Figure 1. Met3 routing.
Scale bar: 20 um.
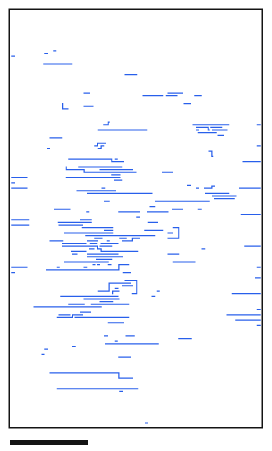
Figure 2. Routed clock nets over the placement.
Scale bar: 20 um.
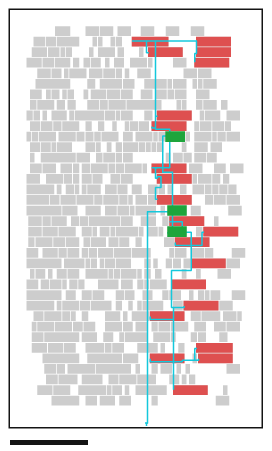
Figure 3. Routed metal, one color a layer.
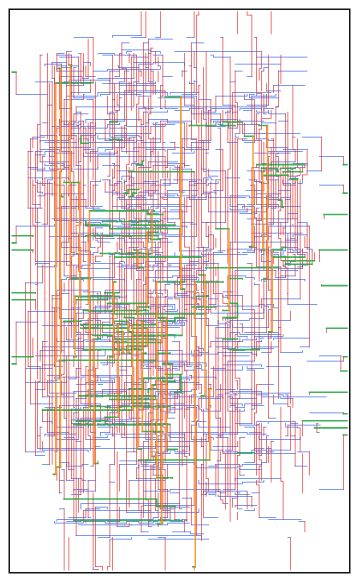
Figure 4. A small window of the routed layout.
Window x 12 to 52, y 12 to 52 um. Cells in gray, sequential cells in the stronger gray; small squares are vias.
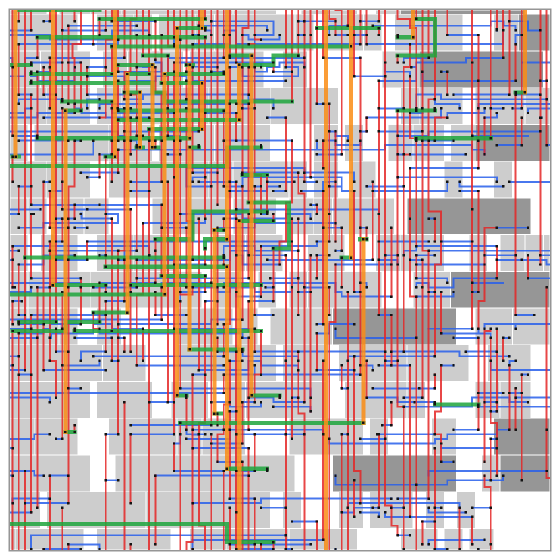
### config.mk
export PLATFORM = sky130hd
export DESIGN_NAME = alu_iter
export DESIGN_NICKNAME = d
export VERILOG_FILES = /design/src/rtl/alu_pkg.sv /design/src/rtl/alu_shift_step.sv /design/src/rtl/alu_iter.sv
export SDC_FILE = /design/constraint.sdc
export NUM_CORES = 1
export LEC_CHECK = 0
export CORE_ASPECT_RATIO = 1.75
export CORE_MARGIN = 4
export CORE_UTILIZATION = 51
export CTS_CLUSTER_DIAMETER = 100
export DETAILED_ROUTE_END_ITERATION = 16
export GPL_TIMING_DRIVEN = 0
export MAX_ROUTING_LAYER = met4
export PLACE_DENSITY = 0.74
export SYNTH_ARGS = -nofsm -noshare
export SYNTH_HDL_FRONTEND = slang
export SYNTH_SLANG_ARGS = --single-unit
### constraint.sdc
create_clock -name CLK -period 1.75 [get_ports CLK]
set_input_delay 0.175 -clock CLK [delete_from_list [all_inputs] [get_ports CLK]]
set_output_delay 0.175 -clock CLK [all_outputs]
set_load 0.005 [all_outputs]
### src/rtl/alu_pkg.sv
// alu_pkg: opcode and FSM state types shared by alu_iter and its shift step.
package alu_pkg;
    localparam int OP_W = 4;
    typedef enum logic [OP_W-1:0] {
        OP_INC  = 4'd0,
        OP_DEC  = 4'd1,
        OP_XOR  = 4'd2,
        OP_XRED = 4'd3,
        OP_SHL  = 4'd4,
        OP_SHR  = 4'd5,
        OP_AND  = 4'd6,
        OP_PASS = 4'd7,
        OP_ADD  = 4'd8,
        OP_SUB  = 4'd9,
        OP_OR   = 4'd10,
        OP_ROL  = 4'd11,
        OP_ROR  = 4'd12
    } op_e;
    typedef enum logic [1:0] {IDLE, SHIFT, DONE} state_e;
endpackage

### src/rtl/alu_shift_step.sv
// alu_shift_step: one-bit SHL/SHR/ROL/ROR step, returning the next value and the bit moved out.
module alu_shift_step import alu_pkg::*; #(
    parameter int DW = 8
) (
    input  logic [OP_W-1:0] op,
    input  logic [DW-1:0]   d,
    output logic [DW-1:0]   q,
    output logic            out_bit
);
    logic left, fill;
    always_comb begin
        left    = op == OP_SHL || op == OP_ROL;
        out_bit = left ? d[DW-1] : d[0];
        fill    = (op == OP_ROL || op == OP_ROR) && out_bit;
        q       = left ? {d[DW-2:0], fill} : {fill, d[DW-1:1]};
    end
endmodule

### src/rtl/alu_iter.sv
// alu_iter: handshaked ALU; single-cycle ops plus an iterative one-bit-per-cycle shifter.
// Define ALU_ROTATE_EN to enable ROL/ROR (opcodes 11/12); otherwise they are illegal opcodes.
module alu_iter import alu_pkg::*; #(
    parameter int DW  = 8,
    parameter int OPW = 4
) (
    input  logic           CLK,
    input  logic           Reset,
    input  logic [OPW-1:0] op,
    input  logic [DW-1:0]  a,
    input  logic [DW-1:0]  b,
    input  logic           in_valid,
    output logic           in_ready,
    output logic           out_valid,
    input  logic           out_ready,
    output logic [DW-1:0]  result,
    output logic           zero,
    output logic           carry,
    output logic           err,
    output logic           busy
);
    localparam int CW = $clog2(DW + 1);
    state_e state, state_n;
    logic [OP_W-1:0] opc, sop;
    logic [CW-1:0] cnt, amt;
    logic [DW-1:0] res_n, step_q;
    logic [DW:0] sum, diff;
    logic cy_n, err_n, is_rot, is_shift, accept, step_bit;

    assign opc = OP_W'(op);
`ifdef ALU_ROTATE_EN
    assign is_rot = opc == OP_ROL || opc == OP_ROR;
`else
    assign is_rot = 1'b0;
`endif
    assign is_shift = opc == OP_SHL || opc == OP_SHR || is_rot;
    // Shifts saturate at DW (all bits gone); rotates wrap modulo DW.
    assign amt = is_rot ? CW'(b % DW'(DW)) : (b >= DW'(DW) ? CW'(DW) : CW'(b));
    assign in_ready  = state == IDLE || (state == DONE && out_ready);
    assign accept    = in_valid && in_ready;
    assign out_valid = state == DONE;
    assign busy      = state == SHIFT;

    always_comb begin
        res_n = a;
        cy_n  = 1'b0;
        err_n = 1'b0;
        sum   = {1'b0, a} + {1'b0, opc == OP_INC ? DW'(1) : b};
        diff  = {1'b0, a} - {1'b0, opc == OP_DEC ? DW'(1) : b};
        case (opc)
            OP_INC, OP_ADD: {cy_n, res_n} = sum;
            OP_DEC, OP_SUB: {cy_n, res_n} = diff;
            OP_XOR:         res_n = a ^ b;
            OP_XRED:        res_n = DW'(^a);
            OP_AND:         res_n = a & b;
            OP_PASS:        res_n = b;
            OP_OR:          res_n = a | b;
            OP_SHL, OP_SHR: ;
`ifdef ALU_ROTATE_EN
            OP_ROL, OP_ROR: ;
`endif
            default:        err_n = 1'b1;
        endcase
    end

    always_comb begin
        state_n = state;
        if (state == SHIFT) state_n = cnt == CW'(1) ? DONE : SHIFT;
        else if (accept) state_n = is_shift && amt != '0 ? SHIFT : DONE;
        else if (state == DONE && out_ready) state_n = IDLE;
    end

    always_ff @(posedge CLK or posedge Reset) begin
        if (Reset) state <= IDLE;
        else state <= state_n;
    end

    // A shift op loads a into result and then steps it in place.
    always_ff @(posedge CLK or posedge Reset) begin
        if (Reset) begin
            result <= '0;
            zero   <= 1'b1;
            carry  <= 1'b0;
            err    <= 1'b0;
            cnt    <= '0;
            sop    <= '0;
        end else if (busy) begin
            result <= step_q;
            zero   <= step_q == '0;
            carry  <= step_bit;
            cnt    <= cnt - CW'(1);
        end else if (accept) begin
            result <= res_n;
            zero   <= res_n == '0;
            carry  <= cy_n;
            err    <= err_n;
            cnt    <= amt;
            sop    <= opc;
        end
    end

    alu_shift_step #(.DW(DW)) u_step (
        .op(sop),
        .d(result),
        .q(step_q),
        .out_bit(step_bit)
    );
endmodule

==> results.sh <==
# yosys + openroad results
export IMPL_n_antenna_cell=0
export IMPL_drive_gt1_share_pct=28.4
export IMPL_io_buffers=35
export IMPL_drv_cap=0
export IMPL_worstSetupPathType="input pin to flop"
export IMPL_status="complete, but fails checks"
export IMPL_final_nets=499
export IMPL_top_cells_by_area="dfrtp_1, ha_1, a21oi_1, o21ai_0, nor2_1"
export IMPL_areaGrowthSynthToFinish_pct=42.4
export IMPL_violations="setup timing"
export IMPL_setup_violations=9
export IMPL_pwr_share_comb_pct=64.4
export IMPL_peakVddDrop_v=0.000396
export IMPL_seqPwrFrac_pct=27.3
export IMPL_pg_comb_uw=2450
export IMPL_start_kind="input pin"
export IMPL_syn_num_nets=429
export IMPL_fin_ws_ns=-0.827
export IMPL_openroad_warnings=39
export IMPL_worstMarginPinSlew_ns=0.894
export IMPL_hold_class="input pin to asynchronous set/reset pin"
export IMPL_die_h_um=107
export IMPL_holdWs_ns=0.354
export IMPL_top_area_cell="dfrtp_1"
export IMPL_switching_share_pct=44.9
export IMPL_fin_crit_sh_pct=147
export IMPL_ant_nets=0
export IMPL_rows=36
export IMPL_path_clk_slew_ns=0.08
export IMPL_overflow=0
export IMPL_drc_errors=0
Notes on Figure 1 above:
longest straight run: 20.7 um
nets with wire on the layer: 92
main direction: horizontal

Notes on Figure 2 above:
[red] flip-flops | count: 21
[cyan] clock wires | length: 270 um
[green] cells driving clock nets | count: 3
routed clock nets: 4

Notes on Figure 3 above:
[green] met3 | wire length: 684 um
[orange] met4 | wire length: 751 um
[blue] met1 | wire length: 3,610 um
[red] met2 | wire length: 5,480 um
Routed WL: 10,500 um
routed len/inst: 20.5 um
Via Count: 3,295

Notes on Figure 4 above:
[green] met3
[red] met2
[blue] met1
[orange] met4
most frequent: nand2_1 (12), buf_4 (11), ha_1 (9)
cells with their middle in the window: 140
netlist names of flops here include: `cnt` (3), `result` (2)
sequential cells in the window: 6

critical path, delay by kind of cell:
| family | cells | cell delay (ns) |
|---|---|---|
| AOI/OAI and AO/OA | 5 | 0.94 |
| and+or+nand+nor | 4 | 0.64 |
| adders and majority gates | 2 | 0.47 |
| buffers and inverters | 5 | 0.36 |
| muxes | 1 | 0.13 |
logic make-up (layout without fill, tap and decap cells):
family	after synthesis	count (layout)	share of synthesized area, %
buf+inv	47	116	7.43
flops	21	21	18.3
xor+xnor	14	14	4.26
simple gates	112	112	19.2
mux	10	10	3.61
compound gates	127	127	30.6
fa+ha+maj	37	37	16.6
registers in the layout, indices dropped and copies added, names as in the netlist:
name and cells:
err 1, cnt 4, state 2, zero 1
carry 1, result 8, sop 4
through the flow:
step	setup WS [ns]	instance area (um^2)	utilization (%)	setup TNS [ns]
3_5_place_dp	-1.93	3420	61.7	-18.86
2_1_floorplan	-0.883	2970	-	-5.32
5_1_grt	-0.989	4100	74.1	-5.82
3_3_place_gp	-1.89	3420	61.7	-18.41
4_1_cts	-0.870	3850	69.5	-4.45
6_report	-0.827	4100	74.1	-4.94
metal layers:
layer / up-vias / track usage [%] / share of wire (%)
met5: - / - / 0
met4: 0 / 18.2 / 7.1
met3: 71 / 1.67 / 6.5
met2: 211 / 53.5 / 52
met1: 1511 / 31.0 / 34
li1: 1502 / - / -
worst max path at each step:
stage	startpoint	endpoint	slack, ns
global placement	op[2]	zero	-1.89
CTS	op[0]	zero	-0.87
floorplan	op[1]	zero	-0.88
finish	op[0]	result[6]	-0.83
detailed placement	op[2]	zero	-1.93
global route	op[0]	zero	-0.99
layout by cell type, fill, tap and decap left out, types with 11 or more instances in the layout:
| cell type | n |
|---|---|
| inv_1 | 25 |
| buf_6 | 12 |
| ha_1 | 26 |
| nor2_1 | 24 |
| xnor2_1 | 11 |
| buf_4 | 21 |
| dfrtp_1 | 19 |
| o21ai_0 | 15 |
| a21oi_1 | 17 |
| clkdlybuf4s50_1 | 27 |
| nand2_1 | 25 |
Yosys cell counts (2+ instances only):
cell type,instances
ha_1,35
nor2_1,33
inv_1,29
nand2_1,28
a21oi_1,26
o21ai_0,25
dfrtp_1,20
xnor2_1,11
nor3_1,9
o22ai_1,9
a31oi_1,8
clkbuf_1,8
nand3_1,8
a32oi_1,7
mux2i_1,7
a221o_1,6
nand2b_1,6
and3_1,5
a21o_1,4
a221oi_1,4
a22oi_1,4
nor2b_1,4
o211ai_1,4
buf_6,3
mux2_2,3
nand3b_1,3
nand4_1,3
o21a_1,3
o221ai_1,3
xor2_1,3
a211oi_1,2
a2bb2oi_1,2
and2_1,2
clkinv_1,2
fa_1,2
nor4b_1,2
o22a_1,2
o31ai_1,2
cell type report:
| class | instances | area [um^2] | share of cell area [%] |
|---|---|---|---|
| multi-input combinational | 300 | 2520 | 61.5 |
| clock buffer | 4 | 45.0 | 1.10 |
| buffer | 13 | 131 | 3.20 |
| tap | 76 | 95.1 | 2.32 |
| sequential | 21 | 528 | 12.9 |
| timing repair buffer | 67 | 647 | 15.8 |
| inverter | 32 | 133 | 3.23 |
timing repair:
item,CTS,global route
setup endpoints to repair,19,18
pin swaps,29,47
gates cloned,0,0
buffers inserted,22,10
gates resized,74,44
